--- src/rtl/fft_result_reader_if.sv ---
// Port bundle of fft_result_reader: bank read side toward fft_top plus the
// serial sample stream toward the consumer.
interface fft_result_reader_if #(
  parameter int ADDR_W = 9,
  parameter int DW     = 17
);
  logic              iFFT_RDY;
  logic [ADDR_W-1:0] oADDR_RD_0, oADDR_RD_1, oADDR_RD_2, oADDR_RD_3;
  logic [DW-1:0]     iDATA_RE_0, iDATA_RE_1, iDATA_RE_2, iDATA_RE_3;
  logic [DW-1:0]     oDATA;
  logic              oVALID, iREADY, oSOP, oEOP, oBUSY, oOVR;

  modport master (
    input  iFFT_RDY, iDATA_RE_0, iDATA_RE_1, iDATA_RE_2, iDATA_RE_3, iREADY,
    output oADDR_RD_0, oADDR_RD_1, oADDR_RD_2, oADDR_RD_3,
           oDATA, oVALID, oSOP, oEOP, oBUSY, oOVR
  );

  modport slave (
    output iFFT_RDY, iDATA_RE_0, iDATA_RE_1, iDATA_RE_2, iDATA_RE_3, iREADY,
    input  oADDR_RD_0, oADDR_RD_1, oADDR_RD_2, oADDR_RD_3,
           oDATA, oVALID, oSOP, oEOP, oBUSY, oOVR
  );
endinterface

--- src/rtl/fft_result_reader.sv ---
// Streams a finished transform out of the four fft_top result banks in natural
// order, with a credit-limited skid FIFO hiding the bank read latency.
module fft_result_reader #(
  parameter int N      = 2048,
  parameter int ADDR_W = 9,
  parameter int DW     = 17,
  parameter int RD_LAT = 1
) (
  input  logic                iCLK,
  input  logic                iRESET,
  fft_result_reader_if.master bus
);
  localparam int D  = RD_LAT + 1;
  localparam int NW = ADDR_W + 2;
  localparam int CW = $clog2(D + 1);
  localparam int IW = (D > 1) ? $clog2(D) : 1;

  typedef enum logic [1:0] {IDLE, READ, DRAIN} state_t;
  typedef struct packed { logic [1:0] bank; logic sop; logic eop; } tag_t;
  typedef struct packed { logic [DW-1:0] data; logic sop; logic eop; } ent_t;

  state_t            state_q, state_d;
  logic [NW-1:0]     n_q, n_d;
  logic              rdy_hist, ovr_q;
  logic              start_edge, start_ok, issue, credit, xfer, eop_xfer, push;
  logic [RD_LAT:1]   vld_pipe;
  tag_t [RD_LAT:1]   tag_pipe;
  tag_t              tag_now;
  ent_t              fifo [D];
  logic [CW-1:0]     fifo_cnt, inflight;
  logic [CW:0]       occ;
  logic [IW-1:0]     wr_idx;
  logic [3:0][DW-1:0] bank_data;
  logic [DW-1:0]     din;

  // History resets high so a level-high ready at reset release is not a start.
  assign start_edge = bus.iFFT_RDY & ~rdy_hist;
  assign xfer       = bus.oVALID & bus.iREADY;
  assign eop_xfer   = xfer & fifo[0].eop;

  always_comb begin
    inflight = '0;
    for (int k = 1; k <= RD_LAT; k++) inflight = inflight + CW'(vld_pipe[k]);
  end

  // A transfer this cycle frees its entry, so it counts toward the credit.
  assign occ    = {1'b0, fifo_cnt} + {1'b0, inflight};
  assign credit = occ < ((CW+1)'(D) + {{CW{1'b0}}, xfer});

  always_ff @(posedge iCLK or negedge iRESET) begin
    if (!iRESET) begin
      state_q  <= IDLE;
      n_q      <= '0;
      rdy_hist <= 1'b1;
      ovr_q    <= 1'b0;
    end else begin
      state_q  <= state_d;
      n_q      <= n_d;
      rdy_hist <= bus.iFFT_RDY;
      ovr_q    <= start_edge & ~start_ok;
    end
  end

  always_comb begin
    state_d  = state_q;
    n_d      = n_q;
    issue    = 1'b0;
    start_ok = 1'b0;
    unique case (state_q)
      IDLE:  start_ok = start_edge;
      READ:  issue = credit;
      DRAIN: begin
        if (eop_xfer) state_d = IDLE;
        start_ok = start_edge & eop_xfer;
      end
      default: state_d = IDLE;
    endcase
    if (start_ok) issue = 1'b1;
    if (issue) begin
      state_d = READ;
      n_d     = n_q + NW'(1);
      if (n_q == NW'(N - 1)) begin
        state_d = DRAIN;
        n_d     = '0;
      end
    end
  end

  assign tag_now = '{bank: n_q[1:0], sop: (n_q == '0), eop: (n_q == NW'(N - 1))};

  always_ff @(posedge iCLK or negedge iRESET) begin
    if (!iRESET) begin
      vld_pipe <= '0;
      tag_pipe <= '0;
    end else begin
      vld_pipe[1] <= issue;
      tag_pipe[1] <= tag_now;
      for (int k = 2; k <= RD_LAT; k++) begin
        vld_pipe[k] <= vld_pipe[k-1];
        tag_pipe[k] <= tag_pipe[k-1];
      end
    end
  end

  assign bank_data = {bus.iDATA_RE_3, bus.iDATA_RE_2, bus.iDATA_RE_1, bus.iDATA_RE_0};
  assign din       = bank_data[tag_pipe[RD_LAT].bank];
  assign push      = vld_pipe[RD_LAT];
  assign wr_idx    = IW'(fifo_cnt - CW'(xfer));

  // Shift FIFO: entry 0 is the output register, so a stall never disturbs it.
  always_ff @(posedge iCLK or negedge iRESET) begin
    if (!iRESET) begin
      fifo_cnt <= '0;
      for (int i = 0; i < D; i++) fifo[i] <= '0;
    end else begin
      if (xfer) for (int i = 0; i < D - 1; i++) fifo[i] <= fifo[i+1];
      if (push) fifo[wr_idx] <= '{data: din, sop: tag_pipe[RD_LAT].sop, eop: tag_pipe[RD_LAT].eop};
      fifo_cnt <= fifo_cnt + CW'(push) - CW'(xfer);
    end
  end

  assign bus.oVALID     = (fifo_cnt != '0);
  assign bus.oDATA      = fifo[0].data;
  assign bus.oSOP       = bus.oVALID & fifo[0].sop;
  assign bus.oEOP       = bus.oVALID & fifo[0].eop;
  assign bus.oBUSY      = (state_q != IDLE);
  assign bus.oOVR       = ovr_q;
  assign bus.oADDR_RD_0 = n_q[NW-1:2];
  assign bus.oADDR_RD_1 = n_q[NW-1:2];
  assign bus.oADDR_RD_2 = n_q[NW-1:2];
  assign bus.oADDR_RD_3 = n_q[NW-1:2];
endmodule
--- src/flat_wrapper.sv ---
// flat-port wrapper written by rule: the top's interface ports become plain ports
module fft_result_reader_flat 
#(
  parameter int N      = 2048,
  parameter int ADDR_W = 9,
  parameter int DW     = 17,
  parameter int RD_LAT = 1
)
  (iCLK, iRESET, bus_iFFT_RDY, bus_iDATA_RE_0, bus_iDATA_RE_1, bus_iDATA_RE_2, bus_iDATA_RE_3, bus_iREADY, bus_oADDR_RD_0, bus_oADDR_RD_1, bus_oADDR_RD_2, bus_oADDR_RD_3, bus_oDATA, bus_oVALID, bus_oSOP, bus_oEOP, bus_oBUSY, bus_oOVR);
  fft_result_reader_if #(.ADDR_W(ADDR_W), .DW(DW)) bus_i ();
  input  logic iCLK;
  input  logic iRESET;
  input wire logic [$bits(bus_i.iFFT_RDY)-1:0] bus_iFFT_RDY;
  input wire logic [$bits(bus_i.iDATA_RE_0)-1:0] bus_iDATA_RE_0;
  input wire logic [$bits(bus_i.iDATA_RE_1)-1:0] bus_iDATA_RE_1;
  input wire logic [$bits(bus_i.iDATA_RE_2)-1:0] bus_iDATA_RE_2;
  input wire logic [$bits(bus_i.iDATA_RE_3)-1:0] bus_iDATA_RE_3;
  input wire logic [$bits(bus_i.iREADY)-1:0] bus_iREADY;
  output wire logic [$bits(bus_i.oADDR_RD_0)-1:0] bus_oADDR_RD_0;
  output wire logic [$bits(bus_i.oADDR_RD_1)-1:0] bus_oADDR_RD_1;
  output wire logic [$bits(bus_i.oADDR_RD_2)-1:0] bus_oADDR_RD_2;
  output wire logic [$bits(bus_i.oADDR_RD_3)-1:0] bus_oADDR_RD_3;
  output wire logic [$bits(bus_i.oDATA)-1:0] bus_oDATA;
  output wire logic [$bits(bus_i.oVALID)-1:0] bus_oVALID;
  output wire logic [$bits(bus_i.oSOP)-1:0] bus_oSOP;
  output wire logic [$bits(bus_i.oEOP)-1:0] bus_oEOP;
  output wire logic [$bits(bus_i.oBUSY)-1:0] bus_oBUSY;
  output wire logic [$bits(bus_i.oOVR)-1:0] bus_oOVR;
  assign bus_i.iFFT_RDY = bus_iFFT_RDY;
  assign bus_i.iDATA_RE_0 = bus_iDATA_RE_0;
  assign bus_i.iDATA_RE_1 = bus_iDATA_RE_1;
  assign bus_i.iDATA_RE_2 = bus_iDATA_RE_2;
  assign bus_i.iDATA_RE_3 = bus_iDATA_RE_3;
  assign bus_i.iREADY = bus_iREADY;
  assign bus_oADDR_RD_0 = bus_i.oADDR_RD_0;
  assign bus_oADDR_RD_1 = bus_i.oADDR_RD_1;
  assign bus_oADDR_RD_2 = bus_i.oADDR_RD_2;
  assign bus_oADDR_RD_3 = bus_i.oADDR_RD_3;
  assign bus_oDATA = bus_i.oDATA;
  assign bus_oVALID = bus_i.oVALID;
  assign bus_oSOP = bus_i.oSOP;
  assign bus_oEOP = bus_i.oEOP;
  assign bus_oBUSY = bus_i.oBUSY;
  assign bus_oOVR = bus_i.oOVR;
  fft_result_reader #(.N(N), .ADDR_W(ADDR_W), .DW(DW), .RD_LAT(RD_LAT)) u_core (.iCLK(iCLK), .iRESET(iRESET), .bus(bus_i));
endmodule
--- config.mk ---
export PLATFORM = sky130hd
export DESIGN_NAME = fft_result_reader_flat
export DESIGN_NICKNAME = d
export VERILOG_FILES = /design/src/rtl/fft_result_reader_if.sv /design/src/rtl/fft_result_reader.sv /design/src/flat_wrapper.sv
export SDC_FILE = /design/constraint.sdc
export NUM_CORES = 1
export LEC_CHECK = 0
export CAP_MARGIN = 20
export CORE_ASPECT_RATIO = 1.2
export CORE_UTILIZATION = 45
export DETAILED_ROUTE_END_ITERATION = 8
export GPL_ROUTABILITY_DRIVEN = 1
export GPL_TIMING_DRIVEN = 0
export PLACE_DENSITY = 0.85
export SYNTH_ARGS = -nofsm -noshare
export SYNTH_HDL_FRONTEND = slang
export SYNTH_SLANG_ARGS = --single-unit
--- constraint.sdc ---
create_clock -name iCLK -period 1.85 [get_ports iCLK]
set_input_delay 0.185 -clock iCLK [delete_from_list [all_inputs] [get_ports iCLK]]
set_output_delay 0.185 -clock iCLK [all_outputs]
set_load 0.1 [all_outputs]
==> run_results.csv, run 1 <==
group,metric,value,unit
run_status,status,"complete, no violations",
yosys,synth_seq_share,43.4,%
clock_tree,cts_hold_buf,1,
grt,antenna_found_initial,0,
yosys,synth.most_common_cell,"dfrtp_1",
place,hpwl,6070,um
setup_path,crit_fanout,2,
grt,overflow,0,
final_layout,final-clk-cell-share,3.18,%
detailed_routing,wl_met3,603,um
yosys,muxShareOfSynthArea,23.2,%
grt,grt_max_degree,42,
grt,grt_pass1_wl,12900,um
final_layout,final_util,69.4,%
yosys,netlist.top_cell.by_area,"dfrtp_1",
clock_tree,cts_root_buf,"clkbuf_8",
final_layout,lay_top_count,"clkdlybuf4s50_1",
final_layout,drive_gt1_share,37.4,%
yosys,avgSynthCellArea,11.7,um^2
timing,report.final.hold_viol_count,0,
floorplanning,tapCellCount,90,
yosys,synth_warnings,0,
final_layout,seqCellArea,0.00151,mm^2
detailed_routing,via_per_inst,5.05,
final_layout,most-common-layout-cells,"clkdlybuf4s50_1 (70), buf_4 (60), dfrtp_1 (57)",
grt,grt_pass1_vias,2877,
final_layout,dominant-cell-class,"non-clock buffers",
floorplanning,die_area,0.00805,mm^2
setup_path,startpoint,"u_core.bus.oDATA[4]",
detailed_routing,wl_met2,4100,um
yosys,top_cell_area_share,42.7,%
setup_path,r2r-end,"u_core.n_q[3]",
setup_path,crit_arrival,1.62,ns
final_layout,nMultiInputCombCells,165,
floorplanning,die_w,82.1,um
setup_path,cp_cell_sequence,"buf_4 > dlygate4sd2_1",
timing,holdWs,0.321,ns
clock_tree,htree_levels,3,
hold_path,hold_path.class,"primary input to register",
yosys,ys_ff,60,
yosys,synthesis.area,0.00346,mm^2
timing,finalCritPeriodShare,97.6,%
setup_path,cp.depth,2,
place,pre_cts_slack,-0.290,ns
setup_path,crit_type,"register to primary output",
run,cap_violations,0,
yosys,synth-main-ff-cell,"dfrtp_1",
setup_path,cpMaxStageDelayCell,"dlygate4sd2_1",
yosys,postSynthCellCount,296,
setup_path,critPathMaxStageDelay,0.84,ns
setup_path,worstPathRequired,1.66,ns
floorplanning,coreArea,0.00736,mm^2
timing,worst_slew_pin_slew,0.966,ns
setup_path,r2r_cells,7,
yosys,simple_gate_area_share,8.64,%
final_layout,seq_share,29.4,%
timing,finalCriticalPeriod,1.80,ns
clock_tree,cts_buffer_depth,2,
detailed_routing,met1_length,3060,um
timing,slew_headroom,35.9,%
timing,layout_setup_ws,0.0451,ns
setup_path,worstSetupStartpointType,"register",
clock_tree,post_cts_resized,141,
floorplanning,initial_utilization,47.0,%
setup_path,endpoint,"bus_oDATA[4]",
grt,use_met3,5.42,%
final_layout,final_area,0.00511,mm^2
yosys,synth-edff-count,0,
detailed_routing,first_iter_violations,74,
hold_path,hold_depth,1,
clock_tree,cts_tree,"built",
run,warnings,28,
yosys,synth_chip_area,0.00346,mm^2
timing,fmax,554,MHz
setup_path,crit-reg2reg-launch,"u_core.fifo_cnt[0]",
grt,use_met1,23.2,%
timing,setup_viol_count_final,0,
setup_path,r2r_setup_slack,0.11,ns
final_layout,sh_comb_area,28.5,%
grt,grt-busiest-layer,"met2",
detailed_routing,routed.top_layer,"met4",
place,place.gp.congestion,0.849,
yosys,synthesis.nets,373,
final_layout,num_antenna_cells,0,
place,dpl.cell_count,516,
yosys,synth.distinct_cells,40,
final_layout,logic_area,0.00146,mm^2
final_layout,instances_no_fill,537,
detailed_routing,dr.pass1.iters,4,
detailed_routing,ant_nets,0,
yosys,synthXorXnorAreaFrac,2.02,%
final_layout,buffers_excl_clock,200,
floorplanning,die_y,98.1,um
timing,setup_tns,0,ns
yosys,top_logic_kind,"multiplexers",
final_layout,fin_nets,519,
timing,slew_violations,0,
grt,grt_use_met2,36.2,%
final_layout,buf_share,36.1,%
yosys,ys_cells,296,
yosys,async_reset_ff_share,100,%
final_layout,n_all_inverters,6,
final_layout,area_growth,47.7,%
setup_path,end_kind,"primary output",
final_layout,n_fill_cell,538,
setup_path,cpLargestDelayFamily,"buffers and inverters",
detailed_routing,drc_errors,0,
place,post_dp_cell_area,0.00488,mm^2
floorplanning,core.rowCount,34,
hold_path,whs_endpoint,"u_core.rdy_hist",
yosys,area_leaders,"dfrtp_1 (43%), buf_4 (12%), mux4_2 (9.8%)",
setup_path,crit_buf_inv,2,
yosys,synthAdderAreaFrac,1.81,%
yosys,ys_sh_aoi,6.36,%
hold_path,hp-start,"bus_iFFT_RDY",
timing,rsz0062_at_grt,"false",
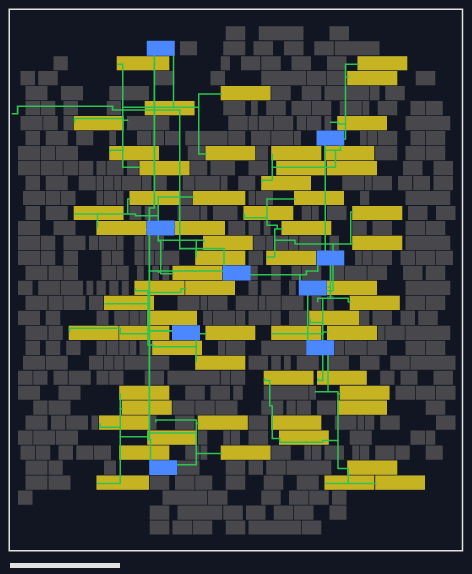
*Clock distribution, run 1*
Scale bar: 20 um.
[yellow] flip-flops | count: 60
[blue] clock-net drivers | count: 9
[green] clock wires | length: 702 um
routed clock nets: 10
worst skew pair latency: 0.32 ns
Setup Skew: 0.00481 ns

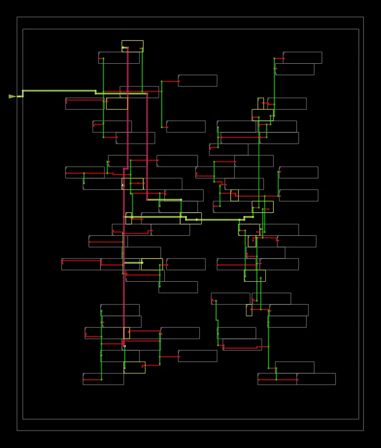
*Clock routing, run 1*
clock buffer count from CTS: 9
clock buffer count: 14
# clock sinks: 60

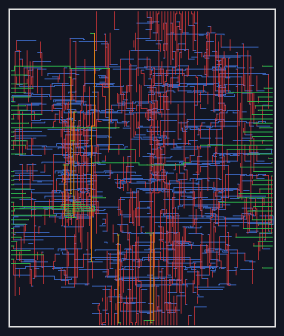
*Signal wires by layer, run 1*
| color | layer | wire length |
|---|---|---|
| orange | M4 | 263 um |
| red | M2 | 4100 um |
| green | M3 | 604 um |
| blue | M1 | 3060 um |
gr usage total: 21.3%
per-cell routed wire length: 15.0 um
via count: 2714
final WL: 8030 um

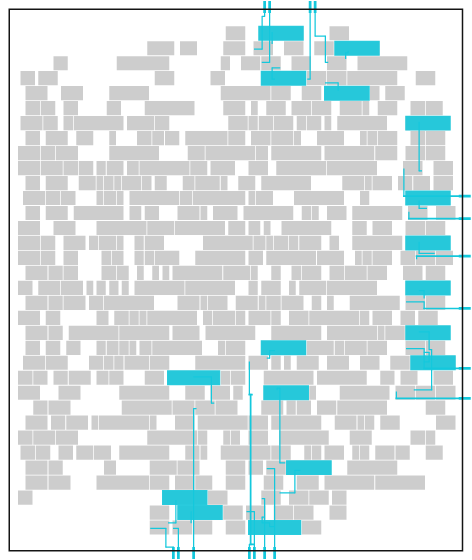
*Port wiring, run 1*
| color | port | direction | edge | end cells | buffers | wire |
|---|---|---|---|---|---|---|
| cyan | `bus_iDATA_RE_3` | input | 7 bottom, 6 right, 4 top | 17 | 17 | 314 um |
count of input and output buffers: 129
Top Ports: 130

### Gate families picked out, run 1

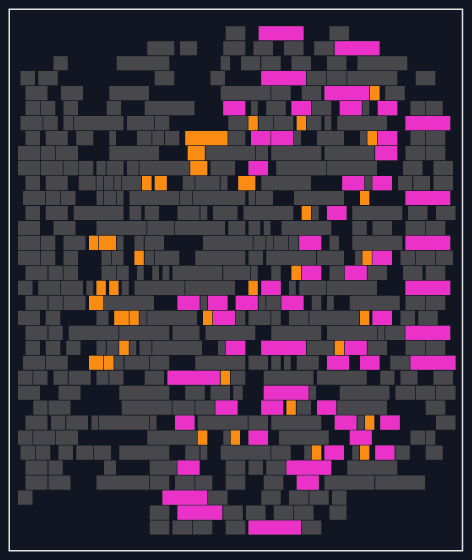

## Run 2: what changed since run 1
- CORE_UTILIZATION: 45 -> 46
- CTS_BUF_LIST: not set -> sky130_fd_sc_hd__clkbuf_8
- PLACE_DENSITY: 0.85 -> 0.87
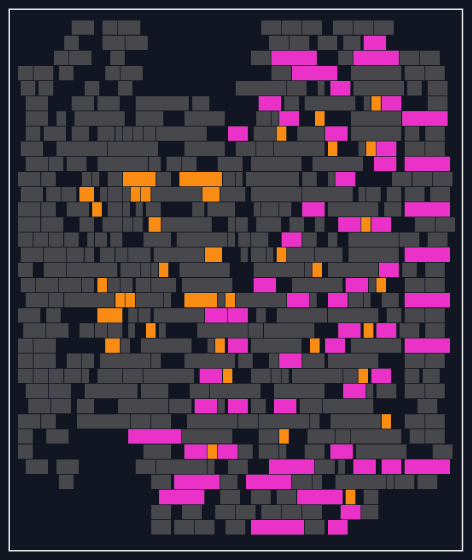
*Gate families picked out, run 2*
| color | family | cells | most used |
|---|---|---|---|
| orange | aoi and oai cells | 36 | a21oi_1 |
| magenta | mux cells | 56 | mux2i_1 |
most numerous logic cell after layout: clkdlybuf4s50_1
fraction of area in multi-input gates: 28.6%

==> run 2 against run 1 <==
First-iteration DRC count is 19% higher. Critical path depth rose by 5. Clock-buffer cell count fell by 4. Maximum frequency decreased by 1.3%. Largest cell class unchanged. Cell count is 0.74% higher. Non-clock buffer count increased by 3. Hold slack better by 0.0071 ns. Sequential share of layout area fell by 0.50 points.
==> run_results.csv, run 2 <==
group,metric,value,unit
place,post_dp_cell_area,0.00488,mm^2
floorplanning,die_y,97.0,um
floorplanning,ios,130,
setup_path,crit_type,"register to register",
yosys,ys_cells,296,
clock_tree,cts_hold_buf,1,
timing,holdWs,0.328,ns
detailed_routing,wl_met2,4390,um
yosys,ys_ff,60,
setup_path,crit_arrival,2.08,ns
place,hpwl,6100,um
yosys,synthesis.area,0.00346,mm^2
timing,skew,0.00565,ns
floorplanning,core.rowCount,34,
run_status,status,"complete, no violations",
timing,slew_violations,0,
grt,grt_max_degree,42,
grt,overflow,0,
clock_tree,cts_buffer_depth,2,
final_layout,nClkBuffers,10,
final_layout,most-common-layout-cells,"clkdlybuf4s50_1 (70), buf_4 (62), dfrtp_1 (56)",
run,cap_violations,0,
yosys,async_reset_ff_share,100,%
yosys,synth_seq_share,43.4,%
hold_path,whs_endpoint,"u_core.rdy_hist",
setup_path,startpoint,"u_core.fifo_cnt[0]",
final_layout,seqCellArea,0.00151,mm^2
final_layout,final_area,0.00520,mm^2
detailed_routing,drc_errors,0,
yosys,ys_sh_aoi,6.36,%
yosys,synth-edff-count,0,
yosys,netlist.top_cell.by_area,"dfrtp_1",
timing,layout_setup_ws,0.0220,ns
grt,grt-busiest-layer,"met2",
grt,grt_use_met2,37.8,%
yosys,top_logic_kind,"multiplexers",
clock_tree,clock_sinks,60,
setup_path,crit_buf_inv,1,
final_layout,dominant-cell-class,"non-clock buffers",
timing,setup_viol_count_final,0,
setup_path,r2r_setup_slack,0.02,ns
final_layout,fin_nets,523,
yosys,muxShareOfSynthArea,23.2,%
clock_tree,post_cts_resized,143,
place,place.gp.congestion,0.841,
hold_path,hp-start,"bus_iFFT_RDY",
place,pre_cts_slack,-0.298,ns
final_layout,nMultiInputCombCells,165,
final_layout,instances_no_fill,541,
yosys,area_leaders,"dfrtp_1 (43%), buf_4 (12%), mux4_2 (9.8%)",
clock_tree,cts_tree,"built",
floorplanning,tapCellCount,90,
yosys,synth.most_common_cell,"dfrtp_1",
clock_tree,cts_root_buf,"clkbuf_8",
yosys,postSynthCellCount,296,
setup_path,crit_fanout,9,
detailed_routing,dr.pass1.iters,4,
timing,fmax,547,MHz
setup_path,cpMaxStageDelayCell,"dfrtp_2",
final_layout,n_fill_cell,509,
final_layout,seq_share,28.9,%
timing,slew_headroom,33.7,%
timing,rsz0062_at_grt,"true",
hold_path,hold_path.class,"primary input to register",
yosys,synth-main-ff-cell,"dfrtp_1",
yosys,avgSynthCellArea,11.7,um^2
grt,grt_pass1_wl,12700,um
setup_path,critPathMaxStageDelay,0.46,ns
final_layout,final_util,71.5,%
grt,use_met3,4.53,%
detailed_routing,ant_nets,0,
yosys,synthAdderAreaFrac,1.81,%
detailed_routing,met1_length,3160,um
setup_path,r2r-end,"u_core.n_q[6]",
detailed_routing,routed.top_layer,"met4",
floorplanning,initial_utilization,47.6,%
timing,report.final.hold_viol_count,0,
final_layout,n_all_inverters,7,
clock_tree,htree_levels,3,
final_layout,final-clk-cell-share,3.25,%
detailed_routing,first_iter_violations,88,
setup_path,end_kind,"register",
final_layout,logic_area,0.00149,mm^2
yosys,synth_chip_area,0.00346,mm^2
detailed_routing,via_per_inst,5.18,
floorplanning,die_area,0.00788,mm^2
yosys,synth_warnings,0,
floorplanning,die_w,81.2,um
final_layout,buffers_excl_clock,203,
run,warnings,29,
final_layout,drive_gt1_share,39.2,%
yosys,simple_gate_area_share,8.64,%
yosys,top_cell_area_share,42.7,%
place,dpl.cell_count,516,
grt,antenna_found_initial,0,
final_layout,area_growth,50.4,%
clock_tree,cts_made_buffers,9,
setup_path,cpLargestDelayFamily,"adder cells",
clock_tree,clk_latency,0.33,ns
place,portBuffers,129,
setup_path,worstSetupStartpointType,"register",
grt,use_met1,23.8,%
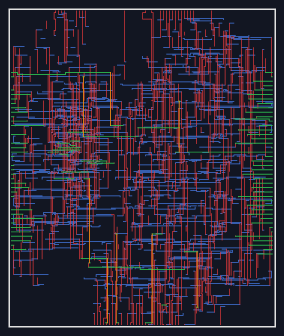
*Signal wires by layer, run 2*
| color | layer | wire length |
|---|---|---|
| orange | M4 | 167 um |
| blue | M1 | 3160 um |
| red | M2 | 4390 um |
| green | M3 | 565 um |
gr usage total: 21.2%
via count: 2801
final WL: 8280 um
per-cell routed wire length: 15.3 um

### Clock routing, run 2

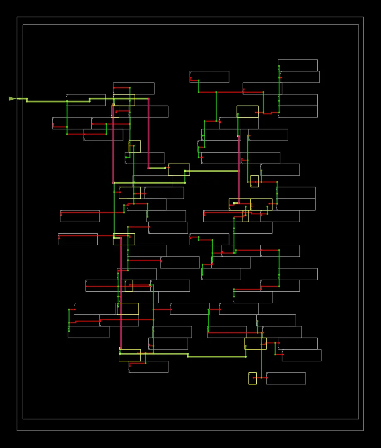

## Run 3: what changed since run 2
- HOLD_SLACK_MARGIN: not set -> 0.15
- RECOVER_POWER: not set -> 25
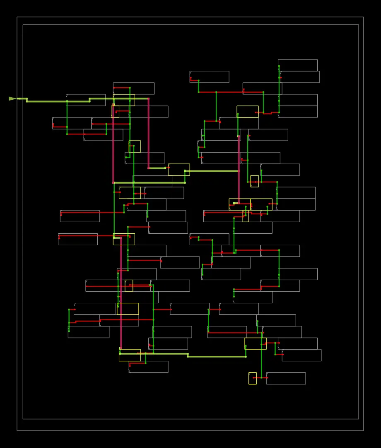
*Clock routing, run 3*
Setup Skew: 0.00560 ns
clock buffer count: 10
Seq Cell Count: 60
worst skew pair latency: 0.33 ns

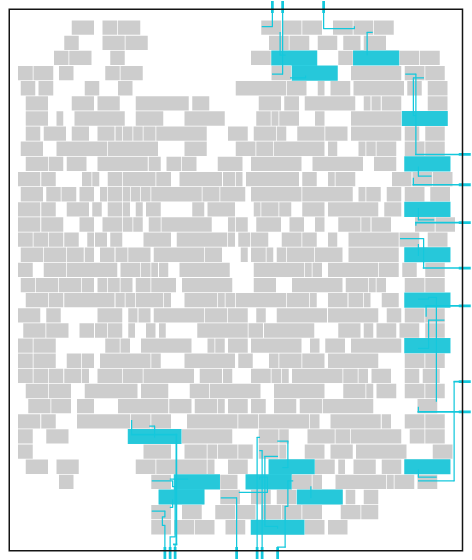
*Port wiring, run 3*
| color | port | direction | edge | end cells | buffers | wire |
|---|---|---|---|---|---|---|
| cyan | `bus_iDATA_RE_3` | input | 7 bottom, 7 right, 3 top | 17 | 17 | 361 um |

==> run 3 against run 2 <==
Synthesized cell count unchanged. Routed wire length increased by 0.13%. Sequential share of layout area increased by 0.056 points. Global-route usage unchanged. Register-to-register slack about the same. Largest cell class unchanged. Critical endpoint unchanged.
==> run_results.csv, run 3 <==
group,metric,value,unit
yosys,synthAdderAreaFrac,1.81,%
clock_tree,clock_sinks,60,
setup_path,cpLargestDelayFamily,"adder cells",
yosys,ys_sh_aoi,6.36,%
clock_tree,htree_levels,3,
yosys,ys_cells,296,
setup_path,crit_fanout,9,
detailed_routing,wl_met3,547,um
floorplanning,core.rowCount,34,
grt,grt_use_met2,37.8,%
floorplanning,die_y,97.0,um
floorplanning,tapCellCount,90,
setup_path,critPathMaxStageDelay,0.46,ns
setup_path,worstSetupStartpointType,"register",
yosys,synthesis.nets,373,
clock_tree,post_cts_resized,143,
floorplanning,die_area,0.00788,mm^2
yosys,synth_chip_area,0.00346,mm^2
final_layout,most-common-layout-cells,"clkdlybuf4s50_1 (69), buf_4 (62), dfrtp_1 (56)",
final_layout,final_area,0.00519,mm^2
final_layout,num_antenna_cells,0,
grt,grt-busiest-layer,"met2",
run_status,status,"complete, no violations",
final_layout,drive_gt1_share,39.0,%
detailed_routing,met1_length,3180,um
final_layout,lay_top_count,"clkdlybuf4s50_1",
run,warnings,29,
yosys,synth-edff-count,0,
final_layout,buf_share,36.3,%
setup_path,r2r_setup_slack,0.02,ns
run,cap_violations,0,
hold_path,hp-start,"bus_iFFT_RDY",
yosys,muxShareOfSynthArea,23.2,%
final_layout,n_fill_cell,510,
grt,grt_pass1_wl,12700,um
setup_path,r2r-end,"u_core.n_q[6]",
setup_path,crit_buf_inv,1,
floorplanning,ios,130,
yosys,avgSynthCellArea,11.7,um^2
grt,grt_pass1_vias,2758,
yosys,synthXorXnorAreaFrac,2.02,%
final_layout,fin_nets,523,
yosys,ys_ff,60,
setup_path,startpoint,"u_core.fifo_cnt[0]",
timing,report.final.hold_viol_count,0,
place,pre_cts_slack,-0.298,ns
final_layout,n_all_inverters,7,
grt,use_met3,4.53,%
setup_path,crit_arrival,2.08,ns
yosys,synth.most_common_cell,"dfrtp_1",
final_layout,nMultiInputCombCells,165,
final_layout,logic_area,0.00149,mm^2
setup_path,crit_type,"register to register",
final_layout,seqCellArea,0.00151,mm^2
final_layout,area_growth,50.1,%
place,post_dp_cell_area,0.00488,mm^2
clock_tree,cts_buffer_depth,2,
yosys,synth-main-ff-cell,"dfrtp_1",
detailed_routing,dr.pass1.iters,4,
grt,grt_max_degree,42,
yosys,async_reset_ff_share,100,%
grt,groute.usage.overall,21.2,%
timing,slew_violations,0,
hold_path,hold_depth,1,
final_layout,instances_no_fill,541,
clock_tree,cts_tree,"built",
timing,setup_tns,0,ns
timing,finalCriticalPeriod,1.83,ns
timing,setup_viol_count_final,0,
floorplanning,initial_utilization,47.6,%
final_layout,dominant-cell-class,"non-clock buffers",
final_layout,sh_comb_area,28.6,%
hold_path,hold_path.class,"primary input to register",
detailed_routing,wl_per_cell,15.3,um
clock_tree,cts_root_buf,"clkbuf_8",
timing,rsz0062_at_grt,"true",
place,dpl.cell_count,516,
setup_path,worstPathRequired,2.11,ns
timing,layout_setup_ws,0.0218,ns
setup_path,endpoint,"u_core.n_q[6]",
timing,slew_headroom,21.9,%
detailed_routing,routed.top_layer,"met4",
detailed_routing,wl_met2,4400,um
floorplanning,die_w,81.2,um
detailed_routing,wl,8300,um
floorplanning,coreArea,0.00727,mm^2
clock_tree,cts_hold_buf,1,
detailed_routing,first_iter_violations,94,
yosys,postSynthCellCount,296,
yosys,simple_gate_area_share,8.64,%
grt,use_met1,23.8,%
final_layout,buffers_excl_clock,203,
timing,worst_slew_pin_slew,1.17,ns
place,place.gp.congestion,0.841,
clock_tree,cts_made_buffers,9,
yosys,synth_warnings,0,
yosys,top_logic_kind,"multiplexers",
timing,holdWs,0.454,ns
hold_path,whs_endpoint,"u_core.rdy_hist",
setup_path,end_kind,"register",
timing,finalCritPeriodShare,98.8,%
detailed_routing,ant_nets,0,
yosys,top_cell_area_share,42.7,%
final_layout,seq_share,29.0,%
detailed_routing,drc_errors,0,
detailed_routing,via_per_inst,5.16,
final_layout,final_util,71.4,%
